$ cat src/rtl/hazard_forward_unit_pkg.sv
// Shared encodings for the TSC forwarding/hazard controller: bypass selects,
// sequencer states and the pipeline-control bundle driven toward the latches.
package hazard_forward_unit_pkg;

    typedef enum logic [1:0] {
        FWD_RF     = 2'd0,
        FWD_MEMWB  = 2'd1,
        FWD_EXMEM  = 2'd2,
        FWD_WBHOLD = 2'd3
    } fwd_sel_e;

    typedef enum logic [1:0] {
        RUN     = 2'd0,
        LDSTALL = 2'd1,
        DRAIN   = 2'd2,
        HALTED  = 2'd3
    } hz_state_e;

    // Wide enough for the 1..7 range of both stall and drain lengths.
    localparam int SEQ_CNT_W = 3;

    typedef struct packed {
        logic pc_write;
        logic ifid_write;
        logic ifid_flush;
        logic idex_bubble;
    } pipe_ctrl_t;

    localparam pipe_ctrl_t CTRL_PASS  = '{pc_write: 1'b1, ifid_write: 1'b1, ifid_flush: 1'b0, idex_bubble: 1'b0};
    localparam pipe_ctrl_t CTRL_FLUSH = '{pc_write: 1'b1, ifid_write: 1'b1, ifid_flush: 1'b1, idex_bubble: 1'b1};
    localparam pipe_ctrl_t CTRL_STALL = '{pc_write: 1'b0, ifid_write: 1'b0, ifid_flush: 1'b0, idex_bubble: 1'b1};
    localparam pipe_ctrl_t CTRL_HOLD  = '{pc_write: 1'b0, ifid_write: 1'b0, ifid_flush: 1'b0, idex_bubble: 1'b0};

    // Sequencer counters run from length-1 down to 0.
    function automatic logic [SEQ_CNT_W-1:0] seq_preload(input int cycles);
        return SEQ_CNT_W'(cycles - 1);
    endfunction

endpackage

$ cat src/rtl/fwd_match_lane.sv
// One source operand's producer comparison: picks the next bypass select
// (EX > MEM > WB) and flags a load-use hazard against the EX-stage load.
module fwd_match_lane
    import hazard_forward_unit_pkg::*;
#(
    parameter int REG_ADDR_W         = 2,
    parameter int RF_WRITE_THROUGH   = 1,
    parameter int ZERO_REG_HARDWIRED = 0
) (
    input  logic [REG_ADDR_W-1:0] rs,
    input  logic                  used,
    input  logic [REG_ADDR_W-1:0] ex_rd,
    input  logic [REG_ADDR_W-1:0] mem_rd,
    input  logic [REG_ADDR_W-1:0] wb_rd,
    input  logic                  ex_reg_write,
    input  logic                  mem_reg_write,
    input  logic                  wb_reg_write,
    input  logic                  ex_mem_read,
    output logic [1:0]            next_sel,
    output logic                  load_use
);

    logic rs_live;
    logic hit_ex;
    logic hit_mem;
    logic hit_wb;

    // A hardwired zero register is never produced, so it can never be bypassed.
    assign rs_live = used && !((ZERO_REG_HARDWIRED != 0) && (rs == '0));

    assign hit_ex  = rs_live && ex_reg_write  && (ex_rd  == rs);
    assign hit_mem = rs_live && mem_reg_write && (mem_rd == rs);
    assign hit_wb  = rs_live && wb_reg_write  && (wb_rd  == rs);

    assign load_use = ex_mem_read && hit_ex;

    always_comb begin
        // NOTE: every always_comb output gets a default first, so no path can infer a latch.
        next_sel = FWD_RF;
        if (hit_ex) begin
            next_sel = FWD_EXMEM;
        end else if (hit_mem) begin
            next_sel = FWD_MEMWB;
        end else if (hit_wb && (RF_WRITE_THROUGH == 0)) begin
            next_sel = FWD_WBHOLD;
        end
    end

endmodule

$ cat src/rtl/hazard_forward_unit.sv
// Forwarding and hazard controller for the pipelined TSC datapath: registered
// bypass selects, load-use stalls, redirect flushes, halt drain, stall counter.
module hazard_forward_unit
    import hazard_forward_unit_pkg::*;
#(
    parameter int REG_ADDR_W         = 2,
    parameter int NUM_SRC            = 2,
    parameter int LOAD_STALL_CYCLES  = 1,
    parameter int DRAIN_CYCLES       = 3,
    parameter int RF_WRITE_THROUGH   = 1,
    parameter int ZERO_REG_HARDWIRED = 0,
    parameter int CNT_W              = 16
) (
    input  logic                          clk,
    input  logic                          reset,
    input  logic [NUM_SRC*REG_ADDR_W-1:0] id_rs,
    input  logic [NUM_SRC-1:0]            id_rs_used,
    input  logic                          id_halt,
    input  logic [REG_ADDR_W-1:0]         ex_rd,
    input  logic [REG_ADDR_W-1:0]         mem_rd,
    input  logic [REG_ADDR_W-1:0]         wb_rd,
    input  logic                          ex_reg_write,
    input  logic                          mem_reg_write,
    input  logic                          wb_reg_write,
    input  logic                          ex_mem_read,
    input  logic                          ex_redirect,
    output logic [NUM_SRC*2-1:0]          fwd_sel,
    output logic                          pc_write,
    output logic                          ifid_write,
    output logic                          ifid_flush,
    output logic                          idex_bubble,
    output logic                          halted,
    output logic [CNT_W-1:0]              stall_count
);

    localparam logic [SEQ_CNT_W-1:0] LDSTALL_LOAD = seq_preload(LOAD_STALL_CYCLES);
    localparam logic [SEQ_CNT_W-1:0] DRAIN_LOAD   = seq_preload(DRAIN_CYCLES);

    hz_state_e              state;
    logic [SEQ_CNT_W-1:0]   seq_cnt;
    logic [NUM_SRC*2-1:0]   next_fwd;
    logic [NUM_SRC-1:0]     lane_load_use;
    logic                   load_use;
    pipe_ctrl_t             ctrl;

    for (genvar i = 0; i < NUM_SRC; i++) begin : g_lane
        fwd_match_lane #(
            .REG_ADDR_W         (REG_ADDR_W),
            .RF_WRITE_THROUGH   (RF_WRITE_THROUGH),
            .ZERO_REG_HARDWIRED (ZERO_REG_HARDWIRED)
        ) u_lane (
            .rs            (id_rs[i*REG_ADDR_W +: REG_ADDR_W]),
            .used          (id_rs_used[i]),
            .ex_rd         (ex_rd),
            .mem_rd        (mem_rd),
            .wb_rd         (wb_rd),
            .ex_reg_write  (ex_reg_write),
            .mem_reg_write (mem_reg_write),
            .wb_reg_write  (wb_reg_write),
            .ex_mem_read   (ex_mem_read),
            .next_sel      (next_fwd[i*2 +: 2]),
            .load_use      (lane_load_use[i])
        );
    end

    assign load_use = |lane_load_use;

    // Redirect wins over load-use and halt: the instruction in ID is wrong-path.
    always_comb begin
        ctrl = CTRL_PASS;
        if (!reset) begin
            case (state)
                RUN: begin
                    if (ex_redirect) begin
                        ctrl = CTRL_FLUSH;
                    end else if (load_use) begin
                        ctrl = CTRL_STALL;
                    end else if (id_halt) begin
                        ctrl = CTRL_HOLD;
                    end
                end
                LDSTALL: ctrl = ex_redirect ? CTRL_FLUSH : CTRL_STALL;
                DRAIN:   ctrl = CTRL_STALL;
                HALTED:  ctrl = CTRL_STALL;
                default: ctrl = CTRL_PASS;
            endcase
        end
    end

    assign pc_write    = ctrl.pc_write;
    assign ifid_write  = ctrl.ifid_write;
    assign ifid_flush  = ctrl.ifid_flush;
    assign idex_bubble = ctrl.idex_bubble;
    assign halted      = (state == HALTED);

    always_ff @(posedge clk or posedge reset) begin
        if (reset) begin
            // NOTE: sequential state is updated with <= only, so every register samples pre-edge values.
            state   <= RUN;
            seq_cnt <= '0;
        end else begin
            case (state)
                RUN: begin
                    if (!ex_redirect) begin
                        if (load_use) begin
                            seq_cnt <= LDSTALL_LOAD;
                            state   <= (LOAD_STALL_CYCLES > 1) ? LDSTALL : RUN;
                        end else if (id_halt) begin
                            seq_cnt <= DRAIN_LOAD;
                            state   <= DRAIN;
                        end
                    end
                end
                LDSTALL: begin
                    // The RUN cycle that detected the hazard was the first bubble.
                    if (ex_redirect || (seq_cnt <= SEQ_CNT_W'(1))) begin
                        seq_cnt <= '0;
                        state   <= RUN;
                    end else begin
                        seq_cnt <= seq_cnt - 1'b1;
                    end
                end
                DRAIN: begin
                    if (seq_cnt == '0) begin
                        state <= HALTED;
                    end else begin
                        seq_cnt <= seq_cnt - 1'b1;
                    end
                end
                HALTED:  state <= HALTED;
                default: state <= RUN;
            endcase
        end
    end

    // Selects are captured at the ID->EX edge; a bubble in EX forwards nothing.
    always_ff @(posedge clk or posedge reset) begin
        if (reset) begin
            fwd_sel     <= '0;
            stall_count <= '0;
        end else begin
            fwd_sel <= ctrl.idex_bubble ? '0 : next_fwd;
            if (ctrl.idex_bubble && (stall_count != '1)) begin
                stall_count <= stall_count + CNT_W'(1);
            end
        end
    end

endmodule
$ cat config.mk
export PLATFORM = sky130hd
export DESIGN_NAME = hazard_forward_unit
export DESIGN_NICKNAME = d
export VERILOG_FILES = /design/src/rtl/hazard_forward_unit_pkg.sv /design/src/rtl/fwd_match_lane.sv /design/src/rtl/hazard_forward_unit.sv
export SDC_FILE = /design/constraint.sdc
export NUM_CORES = 1
export LEC_CHECK = 0
export ABC_AREA = 1
export CAP_MARGIN = 20
export CORE_MARGIN = 2
export CORE_UTILIZATION = 45
export DETAILED_ROUTE_END_ITERATION = 6
export HOLD_SLACK_MARGIN = 0.06
export PLACE_DENSITY = 0.89
export SLEW_MARGIN = 10
export SYNTH_ARGS = -nofsm -noshare
export SYNTH_HDL_FRONTEND = slang
export SYNTH_SLANG_ARGS = --single-unit
$ cat constraint.sdc
create_clock -name clk -period 1.8 [get_ports clk]
set_input_delay 0.18 -clock clk [delete_from_list [all_inputs] [get_ports clk]]
set_output_delay 0.18 -clock clk [all_outputs]
set_load 0.005 [all_outputs]
**Pin placement**

Bar = 20 µm. Pins as bars across the die edge, other pins in grey.
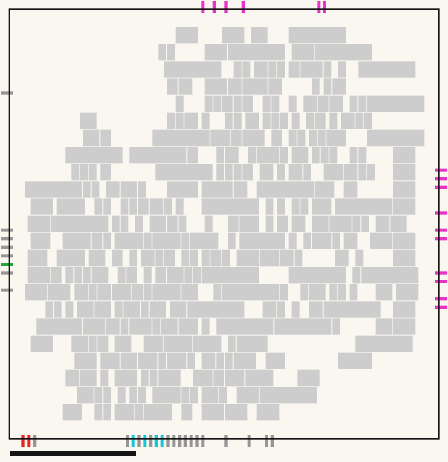
green -> halted  # pins 1, direction output, edge west
magenta -> stall_count  # pins 16, direction output, edge 10 east, 6 north
red -> wb_rd  # pins 2, direction input, edge south
cyan -> id_rs  # pins 4, direction input, edge south
all pins by edge = 21 south, 10 east, 8 west, 6 north
die x size: 67.91 µm
port bufs: 41
vertical die size: 67.91 µm

**Cells by drive strength**

Bar = 20 µm.
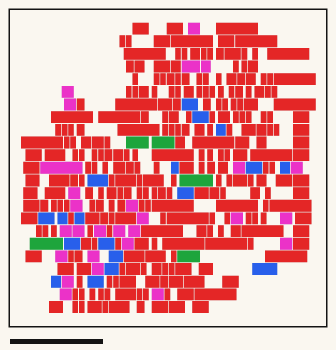
blue -> _2 cells  # cells 18
red -> _0 and _1 cells  # cells 275
magenta -> _3 and _4 cells  # cells 27
green -> _6 and larger  # cells 5
Final Instance Area: 2571 µm²
Area Overhead vs Synth: 39.89%
bufs w/o clock: 67
fin worst setup slack: 0.1208 ns

==> Changelog: implementation <==
## Implementation

* Post-synth top cells: nand2_1, inv_1, dfrtp_1, nand4_1, nor2_1
* Cell with the most instances after synthesis: nand2_1
* GR Overflow Total at 0
* Slew Limit Headroom at 0.6882
* Final core utilization at 0.6474
* Syn_area_per_cell at slightly above 7 µm²
* Power Total at about 2.5 mW
* Post-Synthesis Cells at ~260
* CP required at between 2 and 2.5 ns
* Final hold viol count at 0
* CTS clk-pin slew, worst paths at about 0.080 ns
* Post-synth top area cell: dfrtp_1
* Status: finished clean
* Htree depth at 1
* Vias/cell at roughly 5.3
* Sequential Power Share at 0.298
* CP arrival at 1.89 ns
* Main flop type after synthesis: dfrtp_1
* Antenna violations before repair at 0
* Dominant cell area share at 0.3404
* EDFF count, synth at 0
* Internal reg-to-reg setup slack at 0.12 ns
* Layout cells sized above 1 at 0.1538
* Fmax at 0.5955 GHz
* Setup TNS at 0 ns
* Hold buffer count at cts at 0
* Tool warnings at 34
* Gpl congestion at between 0.9 and 1
* Power per cell area at 980.9 nW/µm²
* Ports at between 40 and 50
* Placed Area at between 2000 and 2500 µm²
* Max-cap viol count at 0
* Setup Skew at just under 0.007 ns
* Yosys warns at 0
* Synthesis-stage register bit count at 25
* Switching Share at 0.4081
* Gr usage total at 0.2206
* Critical Path Sink Type: flip-flop
* Deepest clock path buffer count at 2
* Ant. Diodes at 0
* Critical path fanouts, max at 14
* Largest net degree at the start of global routing at approximately 46
* Routed WL per cell at between 10 and 15 µm
* Syn_nets at 289
* CTS tree: yes
* Clk_lat worst skew at 0.27 ns
* Yosys chip area at approximately 1800 µm²
* Dpl cells at 362
* Sequential element share of the synthesized area at 0.3404
* DRC Markers at 0
* Distinct lib cells at 28
* WS Path Type: reg -> reg
* DR iter-0 viols at 169
* Worst slew pin tran at 0.4667 ns
* Async S/R FF share, synth at 1.000
* Cycle use final at 0.9329
* Clock network fraction of total power at 0.133
* Num Clock Sinks at 25
* Setup crit start kind: flip-flop
* CTS buffer count at 3
* Max Transition Viols Final at 0
* Mapped cell area at 1838 µm²
* Switching power total at slightly above 1 mW
* First-pass GRT wire length at around 8 mm
* Final setup viols at 0
* Int Power at approximately 1.5 mW
* ANT nets after route at 0
* Cell count in the Yosys report at ~260
* Top cells, area: dfrtp_1, nand2_1, nand4_1
* Vias in the first global route at between 1,500 and 2,000
* Die outline area at between 4000 and 5000 µm²
* Clock root buffer: clkbuf_8
* Post-route minimum period at around 1.7 ns
* Fp_density at 0.4628
**Signal wires on met3**

Bar = 20 µm.
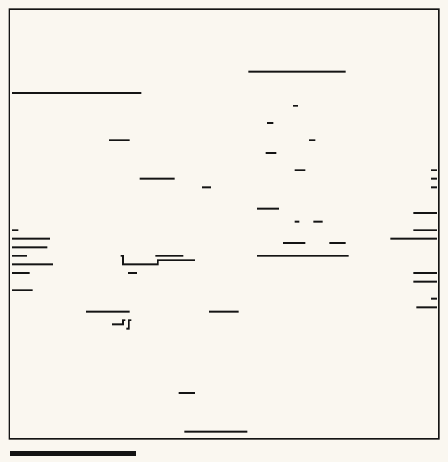
share of all routed wire = 3.5%
main direction = horizontal
longest straight run = 20.2 µm
nets with wire on the layer = 34
wire length on this layer = 172 µm
final wirelength: 4.921 mm
routed via count: 1,979

**Placement view**

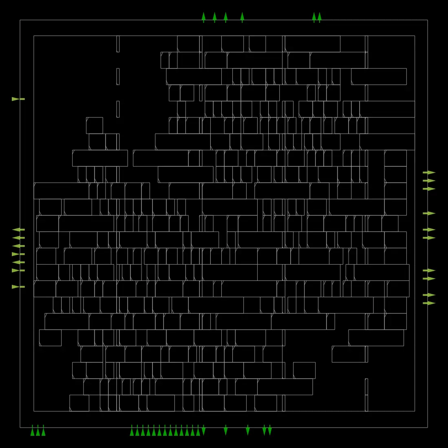
Seq/total area: 0.2433
non-filler instance count after layout: 375
row cnt: 23
Core Footprint: 3971 µm²

==> power by group through the flow <==
stage          Combinational, mW  Clock, mW  Sequential [mW]
6_report                    1.43      0.336            0.753
5_1_grt                     1.59      0.366            0.767
4_1_cts                     1.36      0.348            0.752
3_5_place_dp                1.30          0            0.770
3_3_place_gp                1.25          0            0.763
2_1_floorplan              0.772          0            0.787
==> layout by cell type, fill, tap and decap left out, types with 6 or more instances in the layout <==
cell type,netlist,layout
buf_4,2,24
clkdlybuf4s50_1,0,28
dfrtp_1,25,25
dlygate4sd2_1,0,7
ha_1,8,6
inv_1,32,32
nand2_1,82,81
nand3_1,18,16
nand3_2,4,6
nand4_1,25,25
nor2_1,25,24
xor2_1,9,9
==> metal layers <==
metal | wire (µm) | GRT usage | vias to the layer above
li1 | - | - | 977
met1 | 2177 | 0.2686 | 934
met2 | 2466 | 0.3995 | 55
met3 | 171 | 0.02632 | 13
met4 | 105 | 0.07750 | 0
met5 | 0 | 0 | -
==> repair_timing <==
action | CTS | global route
setup endpoints to repair | 4 | 16
setup buffers | 4 | 5
pin swaps | 3 | 6
gates cloned | 0 | 0
gates resized | 13 | 12
endpoints found under the hold margin | 0 | 0
==> cells by family (layout without fill, tap and decap cells) <==
group,count (synthesis),after routing,share of synthesized area
compound gates,12,12,0.03744
xor+xnor,11,11,0.05242
fa+ha+maj,8,8,0.05446
buf+inv,40,104,0.09461
flops,25,25,0.3404
simple gates,165,165,0.4207
==> stage by stage <==
stage,setup slack [ns],hold slack [ns]
final,0.1208,0.2057
after global routing,-0.001612,0.2386
after CTS,0.002052,0.3605
after detailed placement,-0.3453,0.5150
after global placement,-0.2554,0.4962
after floorplan,0.2511,0.3104
==> path summary, 6_finish.rpt <==
path | start | endpoint | cells past startpoint
max in group asynchronous | reset | fwd_sel[2] | 3
worst min register to register | stall_count[13] | stall_count[13] | 2
worst min-delay path | id_rs_used[0] | fwd_sel[0] | 3
worst max-delay path | stall_count[0] | stall_count[5] | 10
min in group asynchronous | reset | state[1] | 3
worst max register to register | stall_count[0] | stall_count[5] | 10
==> state kept, by name, indices dropped and copies added (netlist names) <==
name and count:
stall_count 16, fwd_sel 4, seq_cnt 3, state 2
==> worst max-delay path: stages, from the launching register on <==
cell and delay [ns]:
dfrtp_1 0.38, ha_2 0.23, nand2_1 0.12, nor3_2 0.19
nand3_2 0.11, nor2_4 0.15, inv_4 0.09, nand3_2 0.10
buf_12 0.13, nand2_1 0.05, nand2_1 0.07
==> cell type report <==
class | count | area (µm²)
clock buffer | 3 | 41.29
clock inverter | 1 | 5.005
fill | 329 | 1400
inverter | 33 | 126.4
multi-input combinational | 196 | 1076
sequential | 25 | 625.6
tap | 50 | 62.56
timing repair buffer | 67 | 634.4
No activity file was given, so power comes from the tool's default toggle rates.
